==> src/rtl/pattern_tx_pkg.sv <==
// Shared types and helpers for the serial pattern transmitter.
// State encoding, default timing parameters, counter sizing and bit-period math.
// Used by pattern_tx and its timer; holds no logic of its own.
package pattern_tx_pkg;

   typedef enum logic [2:0] {
      IDLE   = 3'd0,
      SETUP  = 3'd1,
      STROBE = 3'd2,
      GAP    = 3'd3,
      DONE   = 3'd4
   } state_t;

   localparam int TRIG_CYC_DEF = 1;
   localparam int GAP_CYC_DEF  = 5;

   // Width of the phase timer: it must hold max(TRIG_CYC, GAP_CYC).
   function automatic int cnt_width(input int trig_cyc, input int gap_cyc);
      int m;
      m = (trig_cyc > gap_cyc) ? trig_cyc : gap_cyc;
      return $clog2(m + 1);
   endfunction

   // Cycles spent on one bit: setup + strobe + gap.
   function automatic int bit_period(input int trig_cyc, input int gap_cyc);
      return 1 + trig_cyc + gap_cyc;
   endfunction

   localparam int CNT_W = cnt_width(TRIG_CYC_DEF, GAP_CYC_DEF);

endpackage

==> src/rtl/pattern_tx_if.sv <==
// Request/serial bundle between a pattern source and pattern_tx.
// Pure wiring, no latency.
// Source may only start when ready is high; transmitter never stalls the detector.
interface pattern_tx_if #(
   parameter int WIDTH = 32
) ();
   localparam int LEN_W = $clog2(WIDTH + 1);

   logic             start;
   logic [WIDTH-1:0] pattern;
   logic [LEN_W-1:0] len;
   logic             abort;
   logic             ready;
   logic             busy;
   logic             done;
   logic             data;
   logic             trig;

   modport master (
      output start, pattern, len, abort,
      input  ready, busy, done, data, trig
   );

   modport slave (
      input  start, pattern, len, abort,
      output ready, busy, done, data, trig
   );
endinterface

==> src/rtl/pattern_tx_timer.sv <==
// Loadable down-counter timing the STROBE and GAP phases.
// Load takes effect on the next edge; zero is a direct decode of the count.
// No backpressure: counts every cycle, holds at zero until reloaded.
module pattern_tx_timer #(
   parameter int CNT_W = 3
) (
   input  logic             clk,
   input  logic             reset,
   input  logic             load,
   input  logic [CNT_W-1:0] val,
   output logic             zero
);
   logic [CNT_W-1:0] cnt;

   // Reload on request, otherwise count down and park at zero.
   always_ff @(posedge clk or negedge reset) begin
      if (!reset)
         cnt <= '0;
      else if (load)
         cnt <= val;
      else if (cnt != '0)
         cnt <= cnt - CNT_W'(1);
   end

   assign zero = (cnt == '0);
endmodule

==> src/rtl/pattern_tx.sv <==
// Serializes a latched pattern MSB-first as setup / trig strobe / gap per bit.
// len*(1+TRIG_CYC+GAP_CYC) cycles from accept to done; all outputs registered.
// start accepted only while ready; later starts are dropped, abort cancels.
module pattern_tx
   import pattern_tx_pkg::*;
#(
   parameter int WIDTH    = 32,
   parameter int TRIG_CYC = TRIG_CYC_DEF,
   parameter int GAP_CYC  = GAP_CYC_DEF
) (
   input  logic        clk,
   input  logic        reset,
   pattern_tx_if.slave bus
);
   localparam int LEN_W = $clog2(WIDTH + 1);
   localparam int TW    = cnt_width(TRIG_CYC, GAP_CYC);
   localparam logic [TW-1:0] TRIG_LD = TW'(TRIG_CYC - 1);
   localparam logic [TW-1:0] GAP_LD  = TW'(GAP_CYC - 1);

   state_t           state, state_nxt;
   logic [WIDTH-1:0] sreg;
   logic [WIDTH-1:0] aligned;
   logic [WIDTH-1:0] shifted;
   logic [LEN_W-1:0] bit_cnt;
   logic             len_ok;
   logic             accept;
   logic             tmr_load;
   logic [TW-1:0]    tmr_val;
   logic             tmr_zero;

   logic ready_q, busy_q, done_q, trig_q, data_q;
   logic ready_n, busy_n, done_n, trig_n;

   assign len_ok  = (bus.len != '0) && (bus.len <= LEN_W'(WIDTH));
   assign accept  = (state == IDLE) && bus.start && len_ok;
   // Left-align so the first bit to send always sits at the MSB.
   assign aligned = bus.pattern << (LEN_W'(WIDTH) - bus.len);
   assign shifted = sreg << 1;

   pattern_tx_timer #(.CNT_W(TW)) u_timer (
      .clk   (clk),
      .reset (reset),
      .load  (tmr_load),
      .val   (tmr_val),
      .zero  (tmr_zero)
   );

   // State register plus the registered copies of the control outputs.
   always_ff @(posedge clk or negedge reset) begin
      if (!reset) begin
         state   <= IDLE;
         ready_q <= 1'b1;
         busy_q  <= 1'b0;
         done_q  <= 1'b0;
         trig_q  <= 1'b0;
      end else begin
         state   <= state_nxt;
         ready_q <= ready_n;
         busy_q  <= busy_n;
         done_q  <= done_n;
         trig_q  <= trig_n;
      end
   end

   // Next-state and timer control; abort overrides every non-idle transition.
   always_comb begin
      state_nxt = state;
      tmr_load  = 1'b0;
      tmr_val   = TRIG_LD;
      case (state)
         IDLE:   if (accept) state_nxt = SETUP;
         SETUP: begin
            state_nxt = STROBE;
            tmr_load  = 1'b1;
            tmr_val   = TRIG_LD;
         end
         STROBE: if (tmr_zero) begin
            state_nxt = GAP;
            tmr_load  = 1'b1;
            tmr_val   = GAP_LD;
         end
         GAP:    if (tmr_zero) state_nxt = (bit_cnt == LEN_W'(1)) ? DONE : SETUP;
         DONE:   state_nxt = IDLE;
         default: state_nxt = IDLE;
      endcase
      if (state != IDLE && bus.abort)
         state_nxt = IDLE;
   end

   // Output decode from the upcoming state so outputs line up with it after the edge.
   always_comb begin
      ready_n = (state_nxt == IDLE);
      busy_n  = (state_nxt != IDLE);
      done_n  = (state_nxt == DONE);
      trig_n  = (state_nxt == STROBE);
   end

   // Shift register, bit counter and data; data only moves when entering SETUP.
   always_ff @(posedge clk or negedge reset) begin
      if (!reset) begin
         sreg    <= '0;
         bit_cnt <= '0;
         data_q  <= 1'b0;
      end else if (accept) begin
         sreg    <= aligned;
         bit_cnt <= bus.len;
         data_q  <= aligned[WIDTH-1];
      end else if (state == GAP && state_nxt == SETUP) begin
         sreg    <= shifted;
         bit_cnt <= bit_cnt - LEN_W'(1);
         data_q  <= shifted[WIDTH-1];
      end else if (state == GAP && state_nxt == DONE) begin
         bit_cnt <= bit_cnt - LEN_W'(1);
      end
   end

   assign bus.ready = ready_q;
   assign bus.busy  = busy_q;
   assign bus.done  = done_q;
   assign bus.trig  = trig_q;
   assign bus.data  = data_q;
endmodule

==> src/flat_wrapper.sv <==
// flat-port wrapper written by rule: the top's interface ports become plain ports
module pattern_tx_flat import pattern_tx_pkg::*;
#(
   parameter int WIDTH    = 32,
   parameter int TRIG_CYC = TRIG_CYC_DEF,
   parameter int GAP_CYC  = GAP_CYC_DEF
)
  (clk, reset, bus_start, bus_pattern, bus_len, bus_abort, bus_ready, bus_busy, bus_done, bus_data, bus_trig);
  pattern_tx_if #(.WIDTH(WIDTH)) bus_i ();
  input  logic clk;
  input  logic reset;
  input wire logic [$bits(bus_i.start)-1:0] bus_start;
  input wire logic [$bits(bus_i.pattern)-1:0] bus_pattern;
  input wire logic [$bits(bus_i.len)-1:0] bus_len;
  input wire logic [$bits(bus_i.abort)-1:0] bus_abort;
  output wire logic [$bits(bus_i.ready)-1:0] bus_ready;
  output wire logic [$bits(bus_i.busy)-1:0] bus_busy;
  output wire logic [$bits(bus_i.done)-1:0] bus_done;
  output wire logic [$bits(bus_i.data)-1:0] bus_data;
  output wire logic [$bits(bus_i.trig)-1:0] bus_trig;
  assign bus_i.start = bus_start;
  assign bus_i.pattern = bus_pattern;
  assign bus_i.len = bus_len;
  assign bus_i.abort = bus_abort;
  assign bus_ready = bus_i.ready;
  assign bus_busy = bus_i.busy;
  assign bus_done = bus_i.done;
  assign bus_data = bus_i.data;
  assign bus_trig = bus_i.trig;
  pattern_tx #(.WIDTH(WIDTH), .TRIG_CYC(TRIG_CYC), .GAP_CYC(GAP_CYC)) u_core (.clk(clk), .reset(reset), .bus(bus_i));
endmodule
==> config.mk <==
export PLATFORM = sky130hd
export DESIGN_NAME = pattern_tx_flat
export DESIGN_NICKNAME = d
export VERILOG_FILES = /design/src/rtl/pattern_tx_pkg.sv /design/src/rtl/pattern_tx_if.sv /design/src/rtl/pattern_tx_timer.sv /design/src/rtl/pattern_tx.sv /design/src/flat_wrapper.sv
export SDC_FILE = /design/constraint.sdc
export NUM_CORES = 1
export LEC_CHECK = 0
export CAP_MARGIN = 0
export CORE_MARGIN = 2
export CORE_UTILIZATION = 62
export DETAILED_ROUTE_END_ITERATION = 6
export PLACE_DENSITY = 0.86
export SETUP_SLACK_MARGIN = 0.02
export SYNTH_ARGS = -nofsm -noshare
export SYNTH_HDL_FRONTEND = slang
export SYNTH_HIERARCHICAL = 1
export SYNTH_SLANG_ARGS = --single-unit
==> constraint.sdc <==
create_clock -name clk -period 5.05 [get_ports clk]
set_input_delay 1.01 -clock clk [delete_from_list [all_inputs] [get_ports clk]]
set_output_delay 1.01 -clock clk [all_outputs]
set_load 0.1 [all_outputs]
run_1/detail.png
The bar under the picture is 5 µm long. Region (34, 51) to (54, 71) µm. Cells in gray, sequential cells in the stronger gray; small squares are vias.
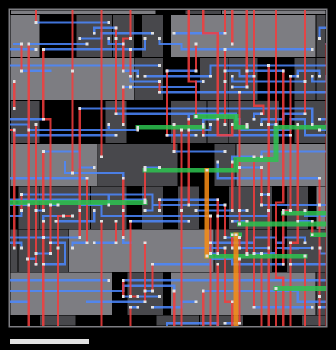
[metal 1] blue
[metal 2] red
[metal 3] green
[metal 4] orange
sequential cells in the window: 7
most frequent: nor2_1 (8), dfrtp_1 (7), a31oi_1 (4)
cells with their middle in the window: 33
netlist names of flops here include: u_core/sreg (7)

run_1/metal_density.png
The die is cut into 18 by 18 equal tiles; white is low, dark blue is high, scaled to the fullest tile. Values are wire area over tile area, all layers added.
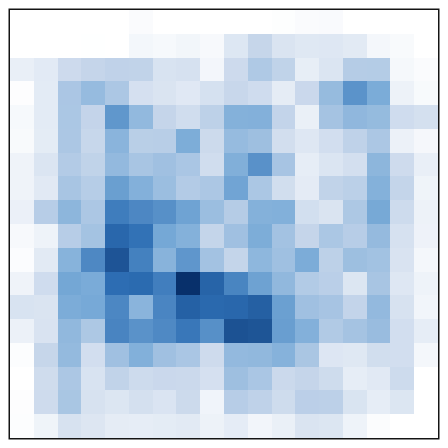
fullest tile: 0.91
nearly empty tiles: 9.9%
densest ninth of the die: center
mean over tiles: 0.25

==> changes_impl.md, run 1 <==
## Implementation

* RSZ-0062 raised after global routing: false
* Layout net count at around 530
* Register area at approximately 1200 µm²
* Final period utilization at about 80%
* Initial antenna violation count at 0
* Clk tree area frac at 1.90%
* Design Area, Final at roughly 5000 µm²
* P_clk at between 0.0002 and 0.00025 W
* Setup CP Type: primary input to flip-flop
* NonClk Buf Share at 10.9%
* Hold Path Depth at 1
* Syn Inst Count at 457
* Top cell area share at 27.0%
* Critical Path End Type: flip-flop
* Hold path startpoint: u_core/sreg[29]
* Post-synth EDFFs at 0
* Antenna diodes at 0
* R2R cell count at 9
* Average size of a mapped cell at about 9.5 µm²
* M1 GR Usage at 42.5%
* Die Wd at 87.8 µm
* Worst Hold Endpoint: u_core/sreg[29]
* Num ports at 47
* Hold/Removal Path Class: flip-flop to flip-flop
* Root buf cell: clkbuf_8
* Worst Setup EP: u_core/sreg[13]
* Worst Slack Setup Final at 890 ps
* Area delta synth->final at 13.4%
* Sequential cells at ~48
* Part of the power in registers at 38.9%
* Biggest Area Class: multi-input combinational cells
* Final Core Density at 72.7%
* DRT antenna net count at 0
* Initial DRT Pass Iterations at 6
* Number of flip-flops in the largest register at 31
* Total power at around 0.0016 W
* Most numerous logic cell after layout: dfrtp_1
* Global Route met3 Usage at 5.47%
* Final number of max-transition violations at 0
* Peak supply drop at between 0.2 and 0.25 mV
* Yosys cell count at 457
* Status: complete, no violations
* Pwr dens at 334 nW/µm²
* Tool warnings at 28
* R2r setup slk at 2110 ps
* FF-to-FF Start: u_core/u_timer/cnt[0]
* Cell taking the most area after synthesis: dfrtp_1
* Worst-path fanout max at 26
* Fmax at between 200 and 250 MHz
* Bufs w/o clock at 58
* Post-Route M1 WL at 4670 µm
* Post-Synth Adder-Cell Area at between 1 and 1.5%
* Critical path depth in cells at 8
* Switching Power at 0.000657 W
* Clk slew on worst S/H paths at 90 ps
* Synth unique cells at between 60 and 70
* Internal cell power at about 0.00099 W
* 1st-iter DRT viols at ~590
* Clock power share at 14.3%
* Simple Share, Synth at 15.9%
* Final hold violation count at 0
* Dominant comb cell: AND-OR/OR-AND gates
* Xor+xnor area frac at 1.18%
* Critical-path top delay cell: ha_1
* # fillers at 532
* Synth Cell Area at 4360 µm²
* Synth Flop Type: dfrtp_1
* Power in combinational cells at 0.000770 W
* Via count at 4,038
* Comb_multi_in at 360
* Seq/Total Area, Yosys at ~28%
* GR peak layer: met2
* Register bit count reported by yosys at 48
* Core Region at 6790 µm²
* Static leakage at 1.81 nW
* TritonCTS buffer count at 5
* Fin Hold WS at 516 ps
* Share of cells above drive strength 1 at a little under a fifth
* Placed Area at 4850 µm²
* Met2 WL at 5490 µm
* Clock Sinks at roughly 48
* Highest Signal Layer: met4
* Inverters at 12
* Die height at 87.8 µm
* Largest net degree at the start of global routing at between 50 and 60
* Port-buffer cells at 46
* CTS H-tree depth at 2
* Gate Area at 2940 µm²
* Net Sw Frac at between 30 and 40%
* Setup slack after placement at 638 ps
* Fin Setup TNS at 0 ps
* Placed cells at 574
* Rows at 30
run_1/io_placement.png
The bar under the picture is 20 µm long. Pins as bars across the die edge, other pins in gray.
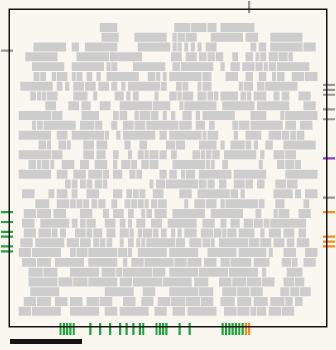
[bus_len] orange | pins: 6 | direction: input | edge: 4 east, 2 south
[bus_pattern] green | pins: 32 | direction: input | edge: 26 south, 6 west
[bus_data] purple | pins: 1 | direction: output | edge: east
all pins by edge: 28 south, 11 east, 7 west, 1 north

run_1/clocks.png
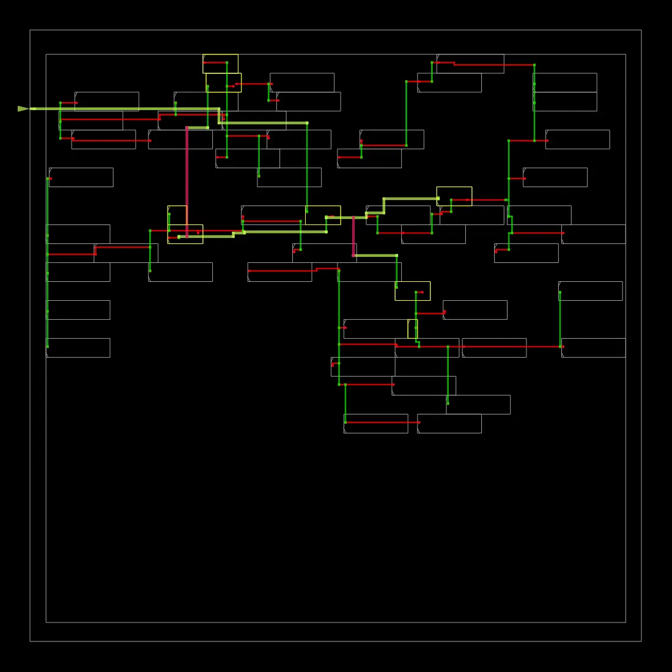

==> run 2, diff against run 1 <==
CORE_UTILIZATION = 52   (was 62)
PLACE_DENSITY = 0.77   (was 0.86)
clock period = 3.55 ns   (was 5.05 ns; I/O delays follow)
run_2/clocks.png
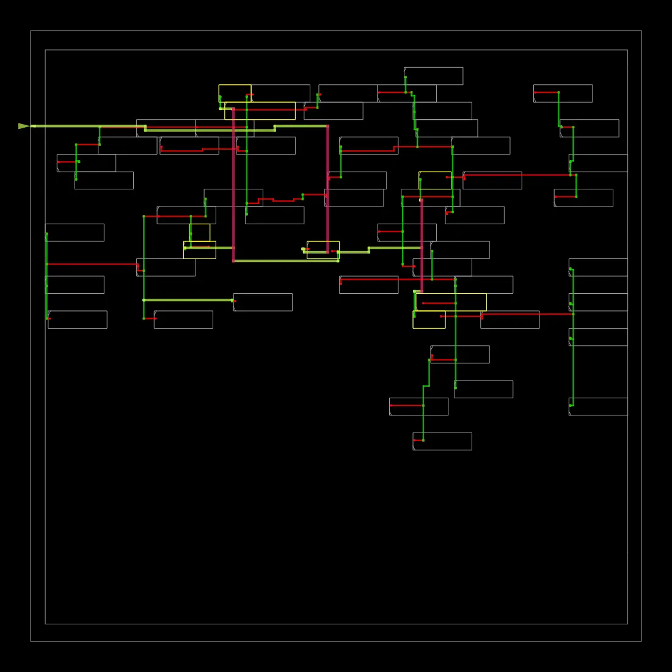
clkbuf count: 5
TritonCTS buffer count: 5

==> changes_impl.md, run 2 <==
## Implementation

* Status: complete, no violations
* Share of cells above drive strength 1 at approximately a fifth
* Static leakage at 1.91 nW
* M1 GR Usage at a little under two fifths
* Critical Path End Type: flip-flop
* R2R cell count at 9
* Yosys cell count at 457
* Synth unique cells at ~63
* Via count at 4,068
* Die Wd at around 96 µm
* Internal cell power at 0.00155 W
* Clock power share at 19.0%
* GRT Residual Overflow at 0
* Fin Setup TNS at 0 ps
* Hold/Removal Path Class: flip-flop to flip-flop
* First-pass GRT wire length at 19,600 µm
* Final hold violation count at 0
* Switching Power at 0.000958 W
* Chip area in the Yosys report at 4360 µm²
* Dominant comb cell: AND-OR/OR-AND gates
* Register bit count reported by yosys at 48
* Clk tree area frac at between 2 and 3%
* Most numerous logic cell after layout: dfrtp_1
* Average size of a mapped cell at 9.53 µm²
* Tool warnings at 28
* Final period utilization at ~84%
* Core Region at 8180 µm²
* 1st-iter DRT viols at 429
* Layout net count at between 500 and 600
* Met2 WL at between 5000 and 6000 µm
* Post-Synth Adder-Cell Area at between 1 and 1.5%
* Post-Route M1 WL at 5050 µm
* P_clk at roughly 0.00048 W
* Post-CTS Setup Inserts at 0
* Area delta synth->final at 17.6%
* CP startpoint kind: primary input
* Clock buffer depth at 2
* Synth top cells by count: dfrtp_1, nor2_1, a21oi_1, mux4_2, o21ai_0
* Worst Setup EP: u_core/sreg[29]
* Placed Area at 4990 µm²
* Global Route met3 Usage at slightly above 5%
* Design Area, Final at between 5000 and 6000 µm²
* Max-Slew Margin vs Limit at 30.0%
* Number of global-route vias before repair at 3,974
* Critical-path top delay cell: mux4_2
* # fillers at 681
* Worst Hold Endpoint: u_core/sreg[25]
* Final Core Density at around 63%
* Num ports at ~47
* Seq pwr at around 0.00091 W
* Initial antenna violation count at 0
* Power in combinational cells at 0.00112 W
* Largest net degree at the start of global routing at about 57
* # resized after CTS at 0
* Syn Inst Count at 457
* R2r setup slk at 690 ps
* Synth Flop Type: dfrtp_1
* Vias/cell at 6.72
* Net Sw Frac at 38.2%
* Comb_multi_in at ~360
* Final number of max-transition violations at 0
* RSZ-0062 raised after global routing: false
* Xor+xnor area frac at 1.18%
* Placed cells at 597
* Root buf cell: clkbuf_8
* Initial DRT Pass Iterations at 6
* Gate Area at 2940 µm²
* CTS H-tree depth at 2
* DRT antenna net count at 0
* Inverters at 12
* Clock Sinks at between 40 and 50
* Total power at around 0.0025 W
* Post-synth EDFFs at 0
* Seq/Total Area, Yosys at 27.6%
* Synth Cell Area at ~4400 µm²
* Hold path startpoint: u_core/sreg[25]
* Setup slack after placement at between 200 and 250 ps
* Clk slew on worst S/H paths at ~100 ps
* Fin Hold WS at 513 ps
* Sequential cells at 48
* Worst-path fanout max at 9
* Top pwr grp: combinational logic
* Cell taking the most area after synthesis: dfrtp_1
* GR peak layer: met2
* Crit path largest cell delay at ~550 ps
* Bufs w/o clock at approximately 72
* Setup CP Type: primary input to flip-flop
* Register area at ~1200 µm²
* Port-buffer cells at 46
* Top area cell types: dfrtp_1, mux4_2, mux2_2, nor2_1, a21oi_1
* Critical path depth in cells at 8
* Fmax at 337 MHz
* Part of the power in registers at 36.4%
* Biggest Area Class: multi-input combinational cells
* NonClk Buf Share at between 10% and 20%
* GPL Wtd Cong at 0.956
* Top cell area share at 27.0%
* Rows at 33
* Antenna diodes at 0
* Peak supply drop at 0.236 mV
* Hold Path Depth at 1
* FF-to-FF Start: u_core/u_timer/cnt[0]
* Worst Slack Setup Final at 579 ps
* Number of flip-flops in the largest register at 31
* Highest Signal Layer: met4
* Pwr dens at 490 nW/µm²
* Simple Share, Synth at 15.9%
* Worst Setup SP: bus_len[1]
* Die height at 95.5 µm
run_2/io_placement.png
The bar under the picture is 20 µm long. Pins as bars across the die edge, other pins in gray.
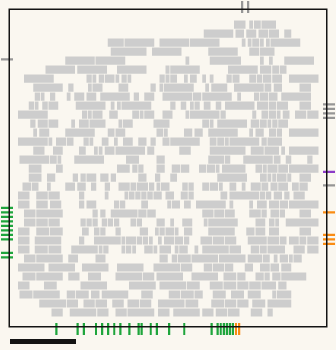
[bus_pattern] green | pins: 32 | direction: input | edge: 22 south, 10 west
[bus_len] orange | pins: 6 | direction: input | edge: 4 east, 2 south
[bus_data] purple | pins: 1 | direction: output | edge: east
all pins by edge: 24 south, 11 west, 10 east, 2 north

Power figures rest on the tool's default switching activity, not on a simulated workload.
